## src/rtl/commit_controller_pkg.sv

```systemverilog
// Shared encodings for the in-order commit sequencer: head entry types and FSM state.
package commit_controller_pkg;

  localparam logic [1:0] COMMIT_REG    = 2'd0;
  localparam logic [1:0] COMMIT_STORE  = 2'd1;
  localparam logic [1:0] COMMIT_BRANCH = 2'd2;

  typedef enum logic [1:0] {
    IDLE       = 2'd0,
    RETIRE     = 2'd1,
    STORE_WAIT = 2'd2,
    FLUSH      = 2'd3
  } commit_state_t;

endpackage

```

## src/rtl/commit_controller.sv

```systemverilog
// In-order retirement sequencer: ROB head -> register-file update, store handshake or flush.
// Optional retired-instruction counter enabled by defining COMMIT_COUNTER_EN.
//
// state      | meaning
// IDLE       | sample ROB head; accept when valid and ready
// RETIRE     | one-cycle pop, plus reg write when dest != x0
// STORE_WAIT | storeReq held until storeAck
// FLUSH      | one-cycle flush strobe, optional link write, no pop
module commit_controller
  import commit_controller_pkg::*;
#(
  parameter int ROB_WIDTH = 4
) (
  input  logic                 clockIn,
  input  logic                 resetIn,
  input  logic                 headValid,
  input  logic                 headReady,
  input  logic [1:0]           headType,
  input  logic [4:0]           headDest,
  input  logic [31:0]          headValue,
  input  logic [ROB_WIDTH-1:0] headRobId,
  input  logic                 headMispredict,
  input  logic [31:0]          headTarget,
  output logic                 robPop,
  output logic                 regUpdateValid,
  output logic [4:0]           regUpdateDest,
  output logic [31:0]          regUpdateValue,
  output logic [ROB_WIDTH-1:0] regUpdateRobId,
  output logic                 storeReq,
  input  logic                 storeAck,
  output logic                 flushOut,
  output logic [31:0]          flushPc,
  output logic [31:0]          commitCount
);

  commit_state_t state, stateNext;
  logic popNext, writeNext, storeNext, flushNext, capture;
  logic [4:0]           destQ;
  logic [31:0]          valueQ;
  logic [ROB_WIDTH-1:0] robIdQ;
  logic [31:0]          targetQ;

  always_comb begin
    stateNext = state;
    popNext   = 1'b0;
    writeNext = 1'b0;
    storeNext = 1'b0;
    flushNext = 1'b0;
    capture   = 1'b0;
    case (state)
      IDLE: begin
        if (headValid && headReady) begin
          capture = 1'b1;
          case (headType)
            COMMIT_STORE: begin
              stateNext = STORE_WAIT;
              storeNext = 1'b1;
            end
            COMMIT_BRANCH: begin
              if (headMispredict) begin
                stateNext = FLUSH;
                flushNext = 1'b1;
              end else begin
                stateNext = RETIRE;
                popNext   = 1'b1;
              end
              writeNext = (headDest != 5'd0);
            end
            default: begin
              stateNext = RETIRE;
              popNext   = 1'b1;
              writeNext = (headDest != 5'd0);
            end
          endcase
        end
      end
      STORE_WAIT: begin
        // Stores never write the register file, even on the retire cycle.
        if (storeAck) begin
          stateNext = RETIRE;
          popNext   = 1'b1;
        end else begin
          storeNext = 1'b1;
        end
      end
      default: stateNext = IDLE;
    endcase
  end

  always_ff @(posedge clockIn) begin
    if (resetIn) begin
      state          <= IDLE;
      robPop         <= 1'b0;
      regUpdateValid <= 1'b0;
      storeReq       <= 1'b0;
      flushOut       <= 1'b0;
      destQ          <= '0;
      valueQ         <= '0;
      robIdQ         <= '0;
      targetQ        <= '0;
    end else begin
      state          <= stateNext;
      robPop         <= popNext;
      regUpdateValid <= writeNext;
      storeReq       <= storeNext;
      flushOut       <= flushNext;
      if (capture) begin
        destQ   <= headDest;
        valueQ  <= headValue;
        robIdQ  <= headRobId;
        targetQ <= headTarget;
      end
    end
  end

  assign regUpdateDest  = destQ;
  assign regUpdateValue = valueQ;
  assign regUpdateRobId = robIdQ;
  assign flushPc        = targetQ;

`ifdef COMMIT_COUNTER_EN
  logic [31:0] countQ;
  always_ff @(posedge clockIn) begin
    if (resetIn)
      countQ <= '0;
    else if (robPop || flushOut)
      countQ <= countQ + 32'd1;
  end
  assign commitCount = countQ;
`else
  assign commitCount = '0;
`endif

endmodule

```

## config.mk

```make
export PLATFORM = sky130hd
export DESIGN_NAME = commit_controller
export DESIGN_NICKNAME = d
export VERILOG_FILES = /design/src/rtl/commit_controller_pkg.sv /design/src/rtl/commit_controller.sv
export SDC_FILE = /design/constraint.sdc
export NUM_CORES = 1
export LEC_CHECK = 0
export ABC_AREA = 1
export CORE_MARGIN = 4
export CORE_UTILIZATION = 39
export CTS_CLUSTER_SIZE = 20
export DETAILED_ROUTE_END_ITERATION = 7
export PLACE_DENSITY_LB_ADDON = 0.08
export SETUP_SLACK_MARGIN = 0.4
export SKIP_CTS_REPAIR_TIMING = 1
export SLEW_MARGIN = 20
export SYNTH_ARGS = -nofsm -noshare
export SYNTH_HDL_FRONTEND = slang
export SYNTH_SLANG_ARGS = --single-unit
```

## constraint.sdc

```tcl
create_clock -name clockIn -period 1.35 [get_ports clockIn]
set_input_delay 0.135 -clock clockIn [delete_from_list [all_inputs] [get_ports clockIn]]
set_output_delay 0.135 -clock clockIn [all_outputs]
set_load 0.05 [all_outputs]
```

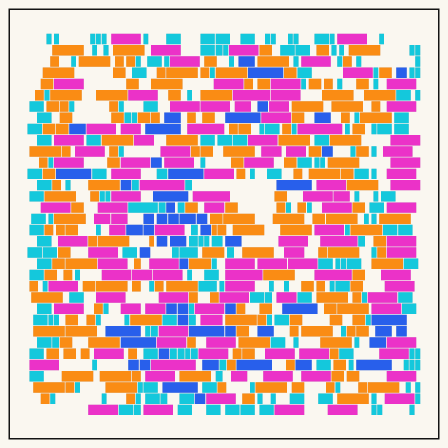
**Above:** run 1 (drive-strength map).
legend:
  cyan:
    size: _0 and _1 cells
    cells: 222
    share: 38%
    most_used: nor2_1
  magenta:
    size: _6 and larger
    cells: 112
    share: 19%
    most_used: buf_12
  orange:
    size: _2 cells
    cells: 192
    share: 33%
    most_used: dfxtp_2
  blue:
    size: _3 and _4 cells
    cells: 53
    share: 9.2%
    most_used: buf_4

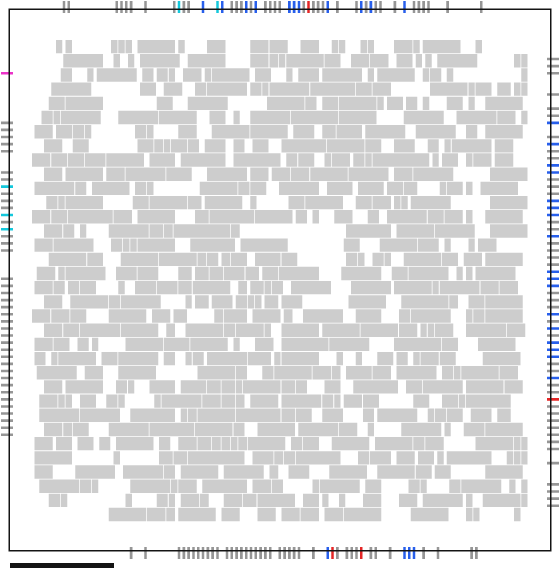
**Above:** run 1 (I/O pins on the die edge).
Bar = 20 um. Pins as bars across the die edge, other pins in grey.
legend:
  blue:
    port: headTarget
    pins: 32
    direction: input
    edge: 17 east, 11 north, 4 south
  cyan:
    port: headDest
    pins: 5
    direction: input
    edge: 3 west, 2 north
  magenta:
    port: clockIn
    pins: 1
    direction: input
    edge: west
  red:
    port: headRobId
    pins: 4
    direction: input
    edge: 2 south, 1 east, 1 north

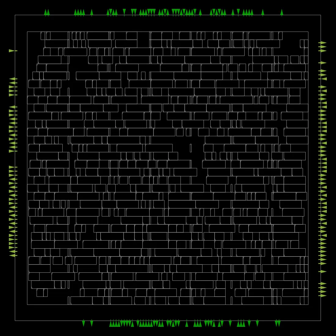
**Above:** run 1 (placed standard cells).
Flops: 79
core box area: 0.00881 mm^2
TAP cells: 108
filler instances: 608
sequential cell area share: 25.6%

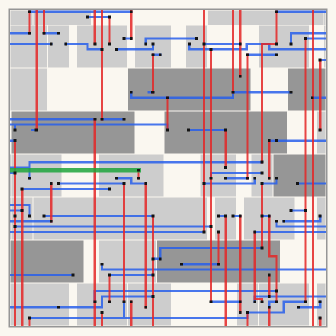
**Above:** run 1 (close-up of the layout).
Region (68, 68) to (88, 88) um. Cells in grey, sequential cells in the stronger grey; small squares are vias.
legend:
  red:
    layer: metal 2
  green:
    layer: metal 3
  blue:
    layer: metal 1
netlist names of flops here include: flushPc (5)
most frequent: o21ai_2 (6), nor2_1 (6), dfxtp_2 (5)
sequential cells in the window: 5
cells with their middle in the window: 24

==> qor.csv, run 1 <==
stage;metric;value;unit
run_status;status;complete, no violations;
clocking;cts_root_buf;clkbuf_8;
drt;drtIter0Drc;75;
pwr;p_comb_share;34.5;%
worst_hold_path;min-delay-start;headType[0];
logic_synthesis;synth_flops;79;
clocking;clk_latency;330;ps
clocking;cts_buffers;9;
worst_hold_path;hold_depth;4;
logic_synthesis;area_leaders;dfxtp_1 (44%), o21ai_2 (15%), nor2_2 (10%);
cells_and_area;syn2layout_area_growth;88.2;%
clocking;cts_max_level;3;
pwr;power_leakage;2.70;nW
drt;vias;3135;
drt;wl_per_cell;15.6;um
logic_synthesis;yosys_area;0.00356;mm^2
logic_synthesis;yosys_warnings;0;
floorplanning;die_area;0.0107;mm^2
logic_synthesis;yosysSeqAreaShare;44.4;%
sta;min_period;1170;ps
setup_path;r2r_slack;180;ps
grt;overflow;0;
cells_and_area;drive_gt1_share;61.7;%
clocking;numClockSinks;79;
logic_synthesis;top_cell;nor2_1;
grt;grt_pass1_wl;14.8;mm
cells_and_area;regArea;0.00172;mm^2
logic_synthesis;synthCells;389;
grt;antenna_found_initial;0;
logic_synthesis;avgSynthCellArea;9.16;um^2
cells_and_area;design_area;0.00671;mm^2
pwr;ir_drop;0.000658;V
flow_run;warnings;29;
cells_and_area;nets;658;
floorplanning;rows;34;
pwr;pwr-share-seq;36.5;%
sta;finClkSkew;5.22;ps
floorplanning;die_w;104;um
pwr;internal-power;0.00504;W
drt;first_pass_iters;4;
logic_synthesis;ys_cells;389;
setup_path;endpoint_kind;flop;
pwr;netSwitchingFraction;31.9;%
drt;drcViolationCount;0;
placement;hpwlAfterDp;7.00;mm
setup_path;criticalPathCategory;flop to flop;
setup_path;r2r-start;state[0];
setup_path;setup.worst_path.start_class;flop;
sta;rsz0062_at_grt;yes;
logic_synthesis;synth_cell_types;24;
sta;finalSetupViolCount;0;
placement;post-place-ws;-102;ps
clocking;tritoncts;done;
pwr;p_sw;0.00237;W
pwr;power_density;1100;mW/mm^2
sta;setup_ws;180;ps
sta;fin_crit_sh;86.7;%
logic_synthesis;synth-edff-count;0;
floorplanning;io_pins;190;
clocking;clockBufferDepth;2;
logic_synthesis;async_reset_ff_share;0;%
logic_synthesis;ff_type;dfxtp_1;
cells_and_area;logic_area;0.00168;mm^2
worst_hold_path;holdPathEnd;storeReq;
drt;drtAntennaViolNets;0;
grt;grtUsageTotal;16.8;%
placement;gp_routability_congestion;0.760;
floorplanning;die_y;104;um
logic_synthesis;ys_top_cells_by_count;nor2_1 (90), dfxtp_1 (79), o21ai_2 (60);
sta;finalHoldViolCount;0;
## run 1: power groups by stage
stage,Clock (W),Combinational [W],Sequential [W]
2_1_floorplan,0,0.000836,0.00321
5_1_grt,0.00231,0.00268,0.00273
6_report,0.00215,0.00256,0.00271
4_1_cts,0.00222,0.00234,0.00268
3_5_place_dp,0,0.00233,0.00273
3_3_place_gp,0,0.00232,0.00272
## run 1: sequential cells by signal, summed over array words and instances (netlist names), 2 cells and up
| signal | flops |
|---|---|
| flushPc | 32 |
| regUpdateValue | 32 |
| regUpdateDest | 5 |
| regUpdateRobId | 4 |
| state | 2 |
## run 1: routing by layer
layer | global-route usage [%] | vias up | routed length, um
li1 | - | 1548 | -
met1 | 19.9 | 1458 | 4300
met2 | 27.9 | 116 | 5290
met3 | 7.90 | 13 | 941
met4 | 3.99 | 0 | 150
met5 | 0 | - | 0
## run 1: critical path: stages, from the launching register on
cell and delay [ps]:
dfxtp_4 360, inv_4 70, nand2_4 60, nor2_4 140
buf_6 160, clkbuf_16 160, nor2_1 50, nor2_2 100
## run 1: per-stage QoR
stage | setup TNS, ps | power [W] | utilization (%) | cells | hold slack [ps]
after detailed placement | -5430 | 0.00507 | 66.4 | 643 | 516
after global routing | 0 | 0.00771 | 76.2 | 687 | 271
after floorplan | 0 | 0.00405 | - | 420 | 197
after global placement | -4680 | 0.00504 | 66.4 | 643 | 509
after CTS | 0 | 0.00724 | 69.2 | 658 | 376
final | 0 | 0.00741 | 76.2 | 687 | 283
## run 1: logic make-up after synthesis
| group | share of synthesized area (%) |
|---|---|
| compound gates | 17.6 |
| fa+ha+maj | 0.702 |
| buf+inv | 15.2 |
| flops | 44.4 |
| other cells | 0.105 |
| simple gates | 21.9 |
## run 1: layout make-up
cell class              count  area share, %
clock buffers              12           2.31
inverters                   8          0.541
repair buffers            200           43.1
flip-flops and latches     79           25.6
well taps                 108           2.01
clock inverters             3           1.34
multi-input cells         277           25.1
## run 1: how the worst max path moves through the flow
stage / start / end / depth (start not counted)
CTS: state[0] / regUpdateValid / 6
floorplan: state[0] / flushPc[0] / 6
global route: state[0] / regUpdateRobId[3] / 7
detailed placement: headReady / regUpdateValid / 6
finish: state[0] / regUpdateRobId[3] / 7
global placement: headValid / regUpdateValid / 6
## run 1: cells in the final DEF, fill, tap and decap left out, types with 8 or more instances in the layout
| cell | n |
|---|---|
| buf_12 | 84 |
| nor2_1 | 80 |
| clkdlybuf4s50_1 | 78 |
| dfxtp_2 | 63 |
| o21ai_2 | 60 |
| nor2_2 | 58 |
| conb_1 | 32 |
| buf_4 | 23 |
| dfxtp_4 | 15 |
| nor2_4 | 11 |
| clkbuf_8 | 11 |
| o21ai_1 | 8 |
**Run 1: cell density map**

10 x 10 tiles, from white (low) to dark blue (high), 0 to 100% covered.
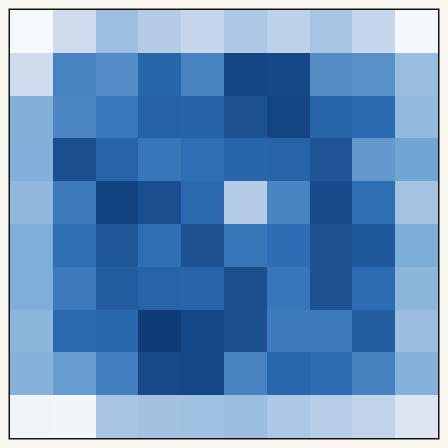

==> run 2, diff against run 1 <==
CORE_UTILIZATION = 40   (was 39)
clock period = 1.5 ns   (was 1.35 ns; I/O delays follow)
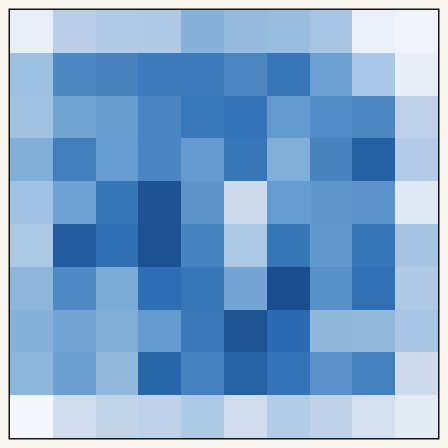
**Above:** run 2 (cell density map).
10 x 10 tiles, from white (low) to dark blue (high), 0 to 100% covered.
mean over tiles: 51%
tiles over 75% full: 9.0%
fullest tile: 88%

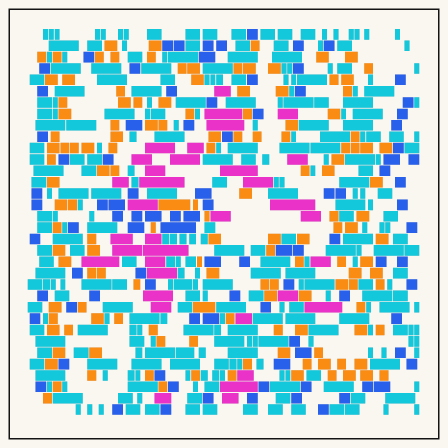
**Above:** run 2 (drive-strength map).
legend:
  magenta:
    size: _6 and larger
    cells: 35
    share: 6.2%
    most_used: clkbuf_8
  orange:
    size: _2 cells
    cells: 139
    share: 25%
    most_used: nor2_2
  cyan:
    size: _0 and _1 cells
    cells: 293
    share: 52%
    most_used: clkdlybuf4s50_1
  blue:
    size: _3 and _4 cells
    cells: 95
    share: 17%
    most_used: buf_4

==> run 2 against run 1 <==
Compared with the run above: global-route usage is 0.98 points lower; highest routed layer unchanged; critical endpoint is now robPop; largest power group unchanged; register-to-register slack gained 140 ps; sequential share of layout area is 3.4 points higher.
==> qor.csv, run 2 <==
stage;metric;value;unit
run_status;status;complete, no violations;
grt;overflow;0;
logic_synthesis;yosys_warnings;0;
drt;drtIter0Drc;52;
setup_path;worst_path_largest_cell_delay;370;ps
cells_and_area;design_area;0.00548;mm^2
logic_synthesis;top_area_cell;dfxtp_1;
drt;wl_per_cell;14.4;um
clocking;clk_latency;340;ps
setup_path;reg2reg_to;robPop;
setup_path;cp-startpoint;state[1];
clocking;tritoncts;done;
setup_path;worstRegToRegCells;7;
cells_and_area;lay_top_cells;buf_4 (80), clkdlybuf4s50_1 (79), dfxtp_1 (77);
floorplanning;io_pins;190;
setup_path;cp_common_cell;nand2_4;
floorplanning;die_y;102;um
logic_synthesis;top_cell_area_share;44.4;%
setup_path;criticalPathCategory;flop to flop;
placement;place_inst;639;
logic_synthesis;async_reset_ff_share;0;%
grt;grt_max_degree;37;
setup_path;critical_path.top_delay_family;buffers and inverters;
grt;grtUsageTotal;15.9;%
logic_synthesis;synth_cell_types;24;
grt;first_global_vias;2708;
sta;finalHoldViolCount;0;
sta;finClkSkew;11.9;ps
floorplanning;rows;34;
pwr;power_leakage;2.33;nW
logic_synthesis;synthCells;389;
drt;wl;9.66;mm
sta;fin_crit_sh;78.8;%
sta;rsz0062_at_grt;yes;
cells_and_area;antenna_cells;0;
logic_synthesis;yosys_area;0.00356;mm^2
setup_path;slowest_stage;dfxtp_4;
pwr;power_density;1120;mW/mm^2
flow_run;warnings;28;
floorplanning;die_area;0.0105;mm^2
logic_synthesis;syn_area;0.00356;mm^2
cells_and_area;drive_gt1_share;47.9;%
placement;placed_cell_area;0.00485;mm^2
sta;finalSetupTns;0;ps
clocking;clk_pin_slew;80;ps
placement;hpwlAfterDp;6.38;mm
sta;finalSetupViolCount;0;
cells_and_area;nets;640;
cells_and_area;fin_util;63.1;%
logic_synthesis;avgSynthCellArea;9.16;um^2
cells_and_area;fill_cells;764;
logic_synthesis;ff_type;dfxtp_1;
setup_path;arrival;1450;ps
clocking;numClockSinks;79;
drt;drcViolationCount;0;
drt;drtAntennaViolNets;0;
sta;min_period;1180;ps
cells_and_area;layout_top_cell;buf_4;
logic_synthesis;top_cell;nor2_1;
grt;grt_pass1_wl;13.1;mm
logic_synthesis;ys_cells;389;
clocking;cts_root_buf;clkbuf_8;
setup_path;crit_chain;inv_2 -> nand2_4 -> nor2_4 -> buf_6 -> buf_12 -> nand2_4 -> a21oi_2;
logic_synthesis;synth-edff-count;0;
clocking;cts_buffers;9;
setup_path;path_buffers;3;
clocking;cts_max_level;3;
drt;vias;2994;
cells_and_area;syn2layout_area_growth;53.8;%
worst_hold_path;hold_depth;5;
setup_path;endpoint_kind;flop;
setup_path;r2r-start;state[1];
pwr;total_power;0.00611;W
logic_synthesis;synth_flops;79;
cells_and_area;fin_cells;670;
floorplanning;die_w;102;um
worst_hold_path;min_path_type;primary input to flop;
drt;first_pass_iters;4;
floorplanning;core;0.00868;mm^2
logic_synthesis;ys_top_cells_by_count;nor2_1 (90), dfxtp_1 (79), o21ai_2 (60);
clocking;clockBufferDepth;2;
placement;gp_routability_congestion;0.768;
setup_path;setup.worst_path.start_class;flop;
grt;antenna_found_initial;0;
logic_synthesis;area_leaders;dfxtp_1 (44%), o21ai_2 (15%), nor2_2 (10%);
pwr;ir_drop;0.000461;V
logic_synthesis;yosysSeqAreaShare;44.4;%
setup_path;r2r_slack;320;ps
setup_path;cp_max_fo;7;
setup_path;cp.depth;7;
setup_path;endpoint;robPop;
-- run 2: cell counts after synthesis --
Identical to the previous run, type by type.
-- run 2: cells by family (layout without fill, tap and decap cells) --
logic type,after synthesis,in the layout,share of synthesized area (%)
and+or+nand+nor,163,163,21.9
AOI/OAI and AO/OA,80,80,17.6
DFF,79,79,44.4
buffers and inverters,64,206,15.2
adders and majority gates,2,2,0.702
other,1,32,0.105
-- run 2: layout make-up --
cell class / count / area (um^2) / share of cell area (%)
timing repair buffer: 182 / 1800 / 32.8
multi-input combinational: 277 / 1690 / 30.8
sequential: 79 / 1590 / 29.0
clock buffer: 13 / 149 / 2.72
tap: 108 / 135 / 2.47
clock inverter: 3 / 90.1 / 1.64
inverter: 8 / 31.3 / 0.571
-- run 2: worst min-delay path by stage --
stage	startpoint	to	slack [ps]
CTS	headValue[15]	regUpdateValue[15]	400
global placement	regUpdateValue[1]	regUpdateValue[1]	460
global route	headType[1]	state[1]	310
detailed placement	flushPc[6]	flushPc[6]	480
floorplan	resetIn	robPop	220
finish	headType[1]	state[1]	260
-- run 2: metrics by stage --
step                      worst slack, ps  hold slack (ps)
after floorplan                       409              219
after global placement               64.8              464
after detailed placement             17.3              477
after CTS                             293              398
after global routing                  254              310
final                                 317              259
-- run 2: power breakdown --
part	total [W]	leakage [nW]	internal, W	switching [W]
logic	0.00187	1.56	0.000682	0.00119
clock network	0.00190	0.118	0.00116	0.000743
registers	0.00234	0.652	0.00225	0.0000955
-- run 2: layer usage --
metal	part of all wire, %	up-vias	global-route usage [%]
met5	0	-	0
met1	42	1369	19.6
met2	49	102	26.4
li1	-	1513	-
met4	1.0	0	5.45
met3	8.0	10	4.64
-- run 2: worst min-delay path, delay by kind of cell --
family	cells	cell delay, ps
buf+inv	2	140
fa+ha+maj	1	130
compound gates	1	50
simple gates	1	80
**Run 2: I/O pins on the die edge**

Bar = 20 um. Pins as bars across the die edge, other pins in grey.
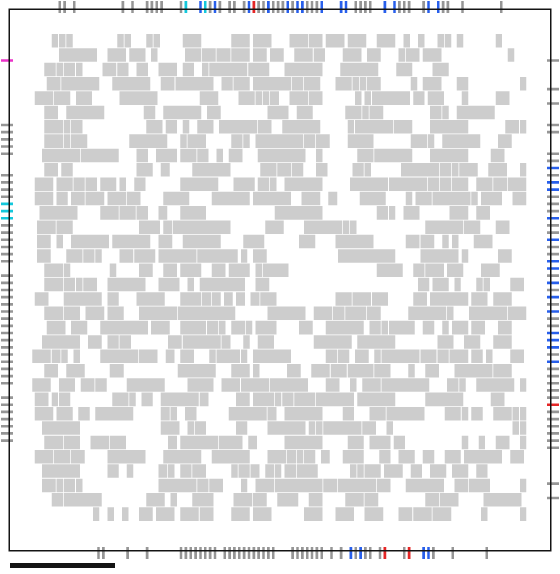

==> run 3, diff against run 2 <==
CORE_UTILIZATION = 36   (was 40)
clock period = 0.97 ns   (was 1.5 ns; I/O delays follow)
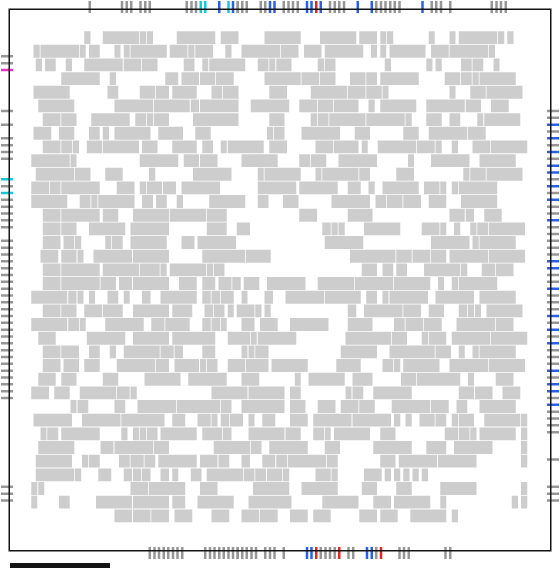
**Above:** run 3 (I/O pins on the die edge).
Bar = 20 um. Pins as bars across the die edge, other pins in grey.
die height: 107 um
Die Wd: 107 um
Buffers on Ports: 157

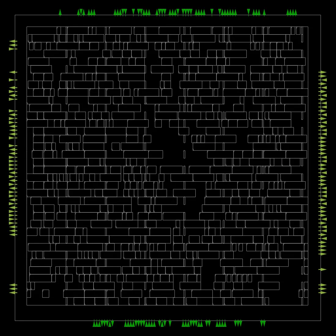
**Above:** run 3 (placed standard cells).
TAP cells: 133
filler instances: 781
Std-Cell Rows: 36

==> run 3 against run 2 <==
Compared with the run above: the run now ends with negative setup slack left; die area up 10%; non-clock buffer count up 12; register-to-register slack worse by 520 ps; combinational power up 84%; clock skew down 4.2 ps; fmax up 1.2%; clock power up 19%; global-route usage down 0.13 points; utilization up 3.9 points; design area up 19%; sequential share of layout area down 2.8 points; first-iteration DRC count up 42%; critical path type unchanged.
==> qor.csv, run 3 <==
stage;metric;value;unit
run_status;status;finished with violations;
run_status;violations;negative setup slack;
setup_path;cp_common_cell;nor2_4;
cells_and_area;antenna_cells;0;
cells_and_area;nets;652;
placement;post-place-ws;-471;ps
cells_and_area;syn2layout_area_growth;82.2;%
logic_synthesis;ff_type;dfxtp_1;
setup_path;cp_max_fo;8;
drt;first_pass_iters;4;
placement;hpwlAfterDp;7.06;mm
logic_synthesis;syn_area;0.00356;mm^2
logic_synthesis;ys_top_cells_by_count;nor2_1 (90), dfxtp_1 (79), o21ai_2 (60);
grt;antenna_found_initial;0;
setup_path;endpoint_kind;flop;
clocking;clk_latency;350;ps
clocking;cts_buffers;9;
logic_synthesis;yosysSeqAreaShare;44.4;%
sta;finalHoldViolCount;0;
placement;gp_routability_congestion;0.725;
logic_synthesis;synthCells;389;
cells_and_area;lay_top_cells;nor2_1 (85), buf_12 (85), clkdlybuf4s50_1 (80);
logic_synthesis;async_reset_ff_share;0;%
setup_path;path_buffers;3;
setup_path;slowest_stage;dfxtp_2;
grt;first_global_vias;2961;
sta;setup_ws;-198;ps
clocking;tritoncts;done;
pwr;power_leakage;2.58;nW
clocking;cts_max_level;3;
logic_synthesis;top_cell;nor2_1;
drt;wl;10.0;mm
worst_hold_path;min_path_type;primary input to flop;
sta;min_period;1170;ps
grt;grtUsageTotal;15.7;%
logic_synthesis;synth_flops;79;
drt;drtAntennaViolNets;0;
setup_path;setup.worst_path.start_class;flop;
setup_path;r2r_slack;-200;ps
setup_path;arrival;1440;ps
clocking;cts_root_buf;clkbuf_8;
logic_synthesis;avgSynthCellArea;9.16;um^2
cells_and_area;drive_gt1_share;59.9;%
clocking;numClockSinks;79;
sta;finalSetupViolCount;79;
logic_synthesis;area_leaders;dfxtp_1 (44%), o21ai_2 (15%), nor2_2 (10%);
sta;fin_crit_sh;120;%
grt;grt_max_degree;42;
floorplanning;core;0.00968;mm^2
floorplanning;io_pins;190;
placement;placed_cell_area;0.00593;mm^2
logic_synthesis;synth_cell_types;24;
cells_and_area;design_area;0.00649;mm^2
sta;finClkSkew;7.64;ps
clocking;clk_pin_slew;80;ps
logic_synthesis;synth-edff-count;0;
flow_run;warnings;29;
floorplanning;die_area;0.0116;mm^2
pwr;total_power;0.00948;W
setup_path;criticalPathCategory;flop to flop;
logic_synthesis;yosys_warnings;0;
logic_synthesis;yosys_area;0.00356;mm^2
drt;vias;3061;
sta;rsz0062_at_grt;yes;
logic_synthesis;top_cell_area_share;44.4;%
logic_synthesis;top_area_cell;dfxtp_1;
pwr;ir_drop;0.000731;V
setup_path;crit_chain;inv_2 -> nand2_4 -> nor2_4 -> buf_12 -> clkbuf_16 -> nor2_4 -> nor2_2;
pwr;power_density;1460;mW/mm^2
grt;grt_pass1_wl;14.5;mm
cells_and_area;fin_util;67.1;%
clocking;clockBufferDepth;2;
drt;wl_per_cell;14.2;um
grt;overflow;0;
drt;drtIter0Drc;74;
logic_synthesis;ys_cells;389;
==> run 3: cells by family (layout without fill, tap and decap cells) <==
logic type / Yosys count / count (layout) / synth area share (%)
compound gates: 80 / 80 / 17.6
buf+inv: 64 / 218 / 15.2
simple gates: 163 / 163 / 21.9
flops: 79 / 79 / 44.4
other cells: 1 / 32 / 0.105
fa+ha+maj: 2 / 2 / 0.702
==> run 3: final cells by class <==
| class | count | area (um^2) | area share (%) |
|---|---|---|---|
| clock inverter | 5 | 32.5 | 0.501 |
| clock buffer | 11 | 151 | 2.33 |
| multi-input combinational | 277 | 1610 | 24.9 |
| timing repair buffer | 194 | 2800 | 43.1 |
| tap | 133 | 166 | 2.56 |
| inverter | 8 | 33.8 | 0.520 |
| sequential | 79 | 1700 | 26.1 |
==> run 3: through the flow <==
| stage | hold WS (ps) | instances |
|---|---|---|
| after floorplan | 159 | 420 |
| after global placement | 484 | 673 |
| after detailed placement | 491 | 673 |
| after CTS | 335 | 689 |
| after global routing | 361 | 707 |
| final | 351 | 707 |
==> run 3: metal layers <==
layer	global-route usage [%]	wire length, um	up-vias
met1	18.7	4030	1410
met3	4.92	822	13
met2	26.7	5000	108
li1	-	-	1530
met5	0	0	-
met4	5.59	154	0
==> run 3: worst paths after layout <==
kind | from | to | cells after the start
setup / recovery | state[0] | regUpdateValue[11] | 7
hold / removal | headValue[12] | regUpdateValue[12] | 3
setup reg to reg | state[0] | regUpdateValue[11] | 7
hold reg to reg | flushPc[18] | flushPc[18] | 2
==> run 3: worst min-delay path, cell delays in order <==
cell and delay [ps]:
clkdlybuf4s50_1 400, o21ai_1 120, nor2_1 40
==> run 3: power by group <==
| part | switching (W) | internal, W |
|---|---|---|
| sequential | 0.000246 | 0.00352 |
| combinational | 0.00184 | 0.00161 |
| clock | 0.00121 | 0.00106 |
Power and IR drop assume default switching activity.
